[config.mk]
export PLATFORM = sky130hd
export DESIGN_NAME = fetch_stage
export DESIGN_NICKNAME = d
export VERILOG_FILES = /design/src/rtl/fetch_stage.sv
export SDC_FILE = /design/constraint.sdc
export NUM_CORES = 1
export LEC_CHECK = 0
export ABC_AREA = 1
export CAP_MARGIN = 0
export CORE_ASPECT_RATIO = 1.2
export CORE_UTILIZATION = 56
export CTS_BUF_LIST = sky130_fd_sc_hd__clkbuf_8
export CTS_CLUSTER_DIAMETER = 120
export DETAILED_ROUTE_END_ITERATION = 12
export MAX_ROUTING_LAYER = met4
export PLACE_DENSITY = 0.87
export SLEW_MARGIN = 20
export SYNTH_ARGS = -nofsm -noshare
export SYNTH_HDL_FRONTEND = slang
export SYNTH_SLANG_ARGS = --single-unit
[constraint.sdc]
create_clock -name clk -period 3.3 [get_ports clk]
set_clock_uncertainty 0.1 [all_clocks]
set_input_delay 0.66 -clock clk [delete_from_list [all_inputs] [get_ports clk]]
set_output_delay 0.66 -clock clk [all_outputs]
set_load 0.01 [all_outputs]
[src/rtl/fetch_stage.sv]
// fetch_stage: instruction fetch with PC, IF/ID register, skid buffer and redirect draining.
// Optional FETCH_COUNT_EN adds a delivered-instruction counter on fetch_count.
module fetch_stage #(
   parameter logic [31:0] RESET_PC = 32'h0000_0000
) (
   input  logic        clk,
   input  logic        reset_n,
   input  logic        stall,
   input  logic        redirect_valid,
   input  logic [31:0] redirect_pc,
   output logic        imem_req,
   output logic [31:0] imem_addr,
   input  logic        imem_ack,
   input  logic [31:0] imem_rdata,
   output logic        if_valid,
   output logic [31:0] if_instr,
   output logic [31:0] if_pc,
   output logic [31:0] if_pc_plus4,
   output logic [25:0] if_jtarget,
   output logic [31:0] fetch_count
);
   typedef enum logic [1:0] {FETCH, HOLD, DRAIN} state_e;
   state_e      state_q, state_d;
   logic [31:0] pc_q, pc_d, tgt_q, tgt_d;
   logic [31:0] instr_q, instr_d, ifpc_q, ifpc_d;
   logic [31:0] skid_instr_q, skid_instr_d, skid_pc_q, skid_pc_d;
   logic        valid_q, valid_d, load;
   logic [31:0] rpc;
   logic        unused_bits;
   assign rpc         = {redirect_pc[31:2], 2'b00};
   assign unused_bits = ^redirect_pc[1:0];
   // reset gates the request combinationally so it drops the instant reset_n falls
   assign imem_req    = reset_n & (state_q != HOLD);
   assign imem_addr   = pc_q;
   assign if_valid    = valid_q;
   assign if_instr    = instr_q;
   assign if_pc       = ifpc_q;
   assign if_pc_plus4 = ifpc_q + 32'd4;
   assign if_jtarget  = instr_q[25:0];
   always_comb begin
      state_d      = state_q;
      pc_d         = pc_q;
      tgt_d        = tgt_q;
      valid_d      = valid_q;
      instr_d      = instr_q;
      ifpc_d       = ifpc_q;
      skid_instr_d = skid_instr_q;
      skid_pc_d    = skid_pc_q;
      load         = 1'b0;
      case (state_q)
         FETCH: begin
            if (redirect_valid) begin
               valid_d = 1'b0;
               if (imem_ack) pc_d = rpc;
               else begin
                  tgt_d   = rpc;
                  state_d = DRAIN;
               end
            end else if (imem_ack) begin
               pc_d = pc_q + 32'd4;
               if (!stall || !valid_q) begin
                  load    = 1'b1;
                  instr_d = imem_rdata;
                  ifpc_d  = pc_q;
                  valid_d = 1'b1;
               end else begin
                  skid_instr_d = imem_rdata;
                  skid_pc_d    = pc_q;
                  state_d      = HOLD;
               end
            end else if (!stall) valid_d = 1'b0;
         end
         HOLD: begin
            if (redirect_valid) begin
               pc_d    = rpc;
               valid_d = 1'b0;
               state_d = FETCH;
            end else if (!stall) begin
               load    = 1'b1;
               instr_d = skid_instr_q;
               ifpc_d  = skid_pc_q;
               state_d = FETCH;
            end
         end
         DRAIN: begin
            if (imem_ack) begin
               pc_d    = redirect_valid ? rpc : tgt_q;
               state_d = FETCH;
            end else if (redirect_valid) tgt_d = rpc;
         end
         default: state_d = FETCH;
      endcase
   end
   always_ff @(posedge clk or negedge reset_n) begin
      if (!reset_n) begin
         state_q      <= FETCH;
         pc_q         <= RESET_PC;
         tgt_q        <= RESET_PC;
         valid_q      <= 1'b0;
         instr_q      <= '0;
         ifpc_q       <= '0;
         skid_instr_q <= '0;
         skid_pc_q    <= '0;
      end else begin
         state_q      <= state_d;
         pc_q         <= pc_d;
         tgt_q        <= tgt_d;
         valid_q      <= valid_d;
         instr_q      <= instr_d;
         ifpc_q       <= ifpc_d;
         skid_instr_q <= skid_instr_d;
         skid_pc_q    <= skid_pc_d;
      end
   end
`ifdef FETCH_COUNT_EN
   logic [31:0] cnt_q, cnt_d;
   assign cnt_d       = cnt_q + {31'd0, load};
   assign fetch_count = cnt_q;
   always_ff @(posedge clk or negedge reset_n) begin
      if (!reset_n) cnt_q <= '0;
      else cnt_q <= cnt_d;
   end
`else
   logic unused_load;
   assign unused_load = load;
   assign fetch_count = 32'h0;
`endif
endmodule
==> results.yml <==
# generated from flow reports
final_layout:
  fin_cells: 1817
  clk_share_pct: 2.993
  final_area_um2: 13380
  largest_class: "logic gates"
  nets: 1622
  sh_seq_area_pct: 36.53
  clkbuf_count: 17
  drive_above_1_share_pct: 8.520
  nNonClkBuffers: 251
  nMultiInputCombCells: 984
  post-route-util_pct: 71.22
  syn2layout_area_growth_pct: 24.86
  comb_share_pct: 36.74
worst_setup_path:
  start_kind: "flip-flop"
  crit_cells: 7
  reg2regPathDepth: 8
  ff2ff_setup_slack_ps: 640
  path_class: "reg2out"
  cp-startpoint: "if_pc[2]"
  path_buffers: 2
  cp_cell_sequence: "ha_2, nand3_2, inv_2, nand3_4, nor2_1, xor2_1, clkdlybuf4s50_1"
  cp_slowest_cell: "clkdlybuf4s50_1"
  worstPathRequired_ps: 2540
  r2r-end: "imem_addr[10]"
  crit_arrival_ps: 2440
  critPathMaxFanout: 4
yosys:
  synth_top_area_share_pct: 45.54
  syn_area_um2: 10720
  syn_inst: 1373
  edf_count: 0
  ys_cells: 1373
  ys_seq_share_pct: 45.54
  synth_area_per_cell_um2: 7.804
  yosysWarnings: 0
  async_flop_share_pct: 100.0
run_status:
  status: "finished, violations left"
  failed_checks: "DRC"
job:
  warnings: 33
  maxCapViolCount: 0
floorplanning:
  die-area_um2: 19690
  initCoreUtil_pct: 57.04
  taps: 256
  rows: 55
clock_network:
  clk_latency_ps: 480
  clk_pin_slew_worst_paths_ps: 100
  clock-sinks: 195
  hold_buffers: 1
  cts_tree: "yes"
  ctsHtreeMaxLevel: 4
  post-cts-setup-buffers: 5
timing:
  clock.fmax_mhz: 312.0
  setup_viol: 0
  min_period_over_period_pct: 97.12
  worst_slack_ps: 95.15
  rsz0062_at_grt: "true"
  whs_ps: 392.3
  max-slew-margin-rel_pct: 37.01
  setup_tns_ps: 0
place:
  dp.final_hpwl_mm: 20.74
  port_buffers: 222
  postPlaceCellArea_um2: 12770
  post-place-ws_ps: 305.7
  routabilityCongestion: 0.9361
  dp_cells: 1772
global_routing:
  grt_use_met1_pct: 40.81
  antenna_found_initial: 0
  grt_first_pass_wirelength_mm: 47.58
  globalRoute.busiestLayer: "met2"
  grt_pass1_vias: 9376
  met3_usage_pct: 4.280
detailed_routing:
  drt_iter0_drc: 883
  via_per_inst: 5.504
  route.detailed.drc: 1
  top_layer: "met4"
  wl_met1_mm: 12.27
  drt.antenna.violating_nets: 0
power:
  totalPowerFinal_uw: 12970
min_path:
  hold_class: "reg2reg"
==> worst reg2reg max path, stage by stage, from the launching register on <==
cell and delay (ps):
dfrtp_1 390, inv_1 90, ha_1 280, buf_4 210
inv_1 210, o21ai_0 540, a21boi_0 180, nor3_1 380
a22oi_1 120
==> cells by family after synthesis <==
family                     after synthesis  share of synthesized area [%]
and+or+nand+nor                        649                          24.37
xor gates and xnor gates                28                          2.289
adders and majority gates                5                         0.5838
buffers and inverters                  225                          10.61
other                                    1                        0.03500
DFF                                    195                          45.54
AOI/OAI and AO/OA                      237                          13.10
muxes                                   33                          3.468
==> Yosys cell counts (2+ instances only) <==
cell type  instances
a221oi_1           6
inv_1             96
mux2_2            33
a21oi_1           46
o211ai_1          29
o21ai_0           84
ha_1               5
nand3_2            2
dfrtp_1          195
a21boi_0           2
o21ai_1            6
xor2_1            28
a22oi_1           16
a32oi_1            2
clkbuf_1          29
nor2_1           117
inv_2              3
buf_4             69
nand4_1            9
nor2_4             4
nor2_2             6
a31oi_1           42
nand2_1          439
nand3_1           54
nor3_1            15
buf_2             27
==> flip-flops by register name (all words and copies together) (netlist names) <==
name,flops
skid_instr_q,32
if_pc,32
tgt_q,32
skid_pc_q,32
if_valid,1
if_instr,32
imem_addr,32
state_q,2
==> worst min path at each step <==
| stage | cells past startpoint | from | endpoint |
|---|---|---|---|
| finish | 2 | tgt_q[18] | tgt_q[18] |
| CTS | 2 | tgt_q[18] | tgt_q[18] |
| global route | 2 | tgt_q[12] | tgt_q[12] |
| detailed placement | 2 | tgt_q[17] | tgt_q[17] |
| global placement | 2 | tgt_q[30] | tgt_q[30] |
| floorplan | 0 | reset_n | if_instr[0] |
==> power by group <==
part	switching, uW	internal (uW)	total, uW
sequential	1040	3550	4600
clock	938	631	1570
combinational	3730	3070	6800
total	5710	7260	13000
Fig. 1: congestion heat map
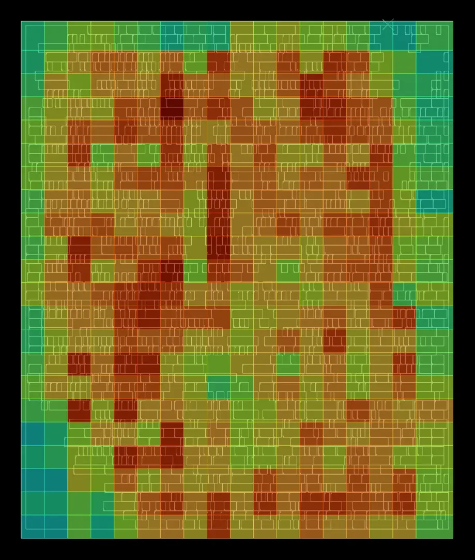
gr usage total: 31.43%
met2 global-route usage: 49.78%
DR WL/cell: 16.08 um

Fig. 2: supply network
Pins as bars on the die edge. Tap cells in grey.
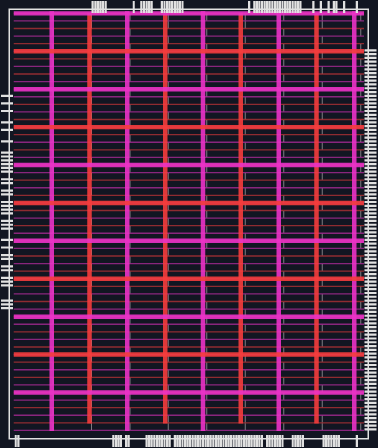
- VDD: red
- VSS: magenta
- met5 straps: 11
- met4 straps: 9
- signal pins: 257
- rows: 55
VDD IR max: 0.7963 mV
Placeable Area: 18790 um2
die height: 153.5 um
Die Wd: 128.3 um

Fig. 3: signal wires on met4
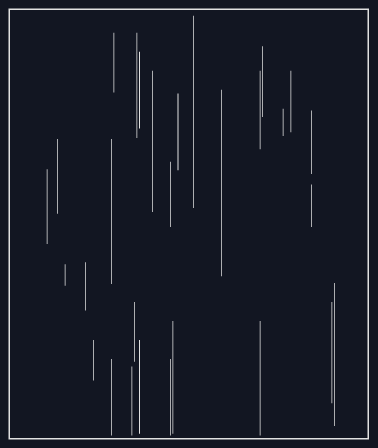
- main direction: vertical
- nets with wire on the layer: 27
- longest straight run: 68.7 um
final wirelength: 29.21 mm
DR vias: 10.00k

No activity file was given, so power comes from the tool's default toggle rates.
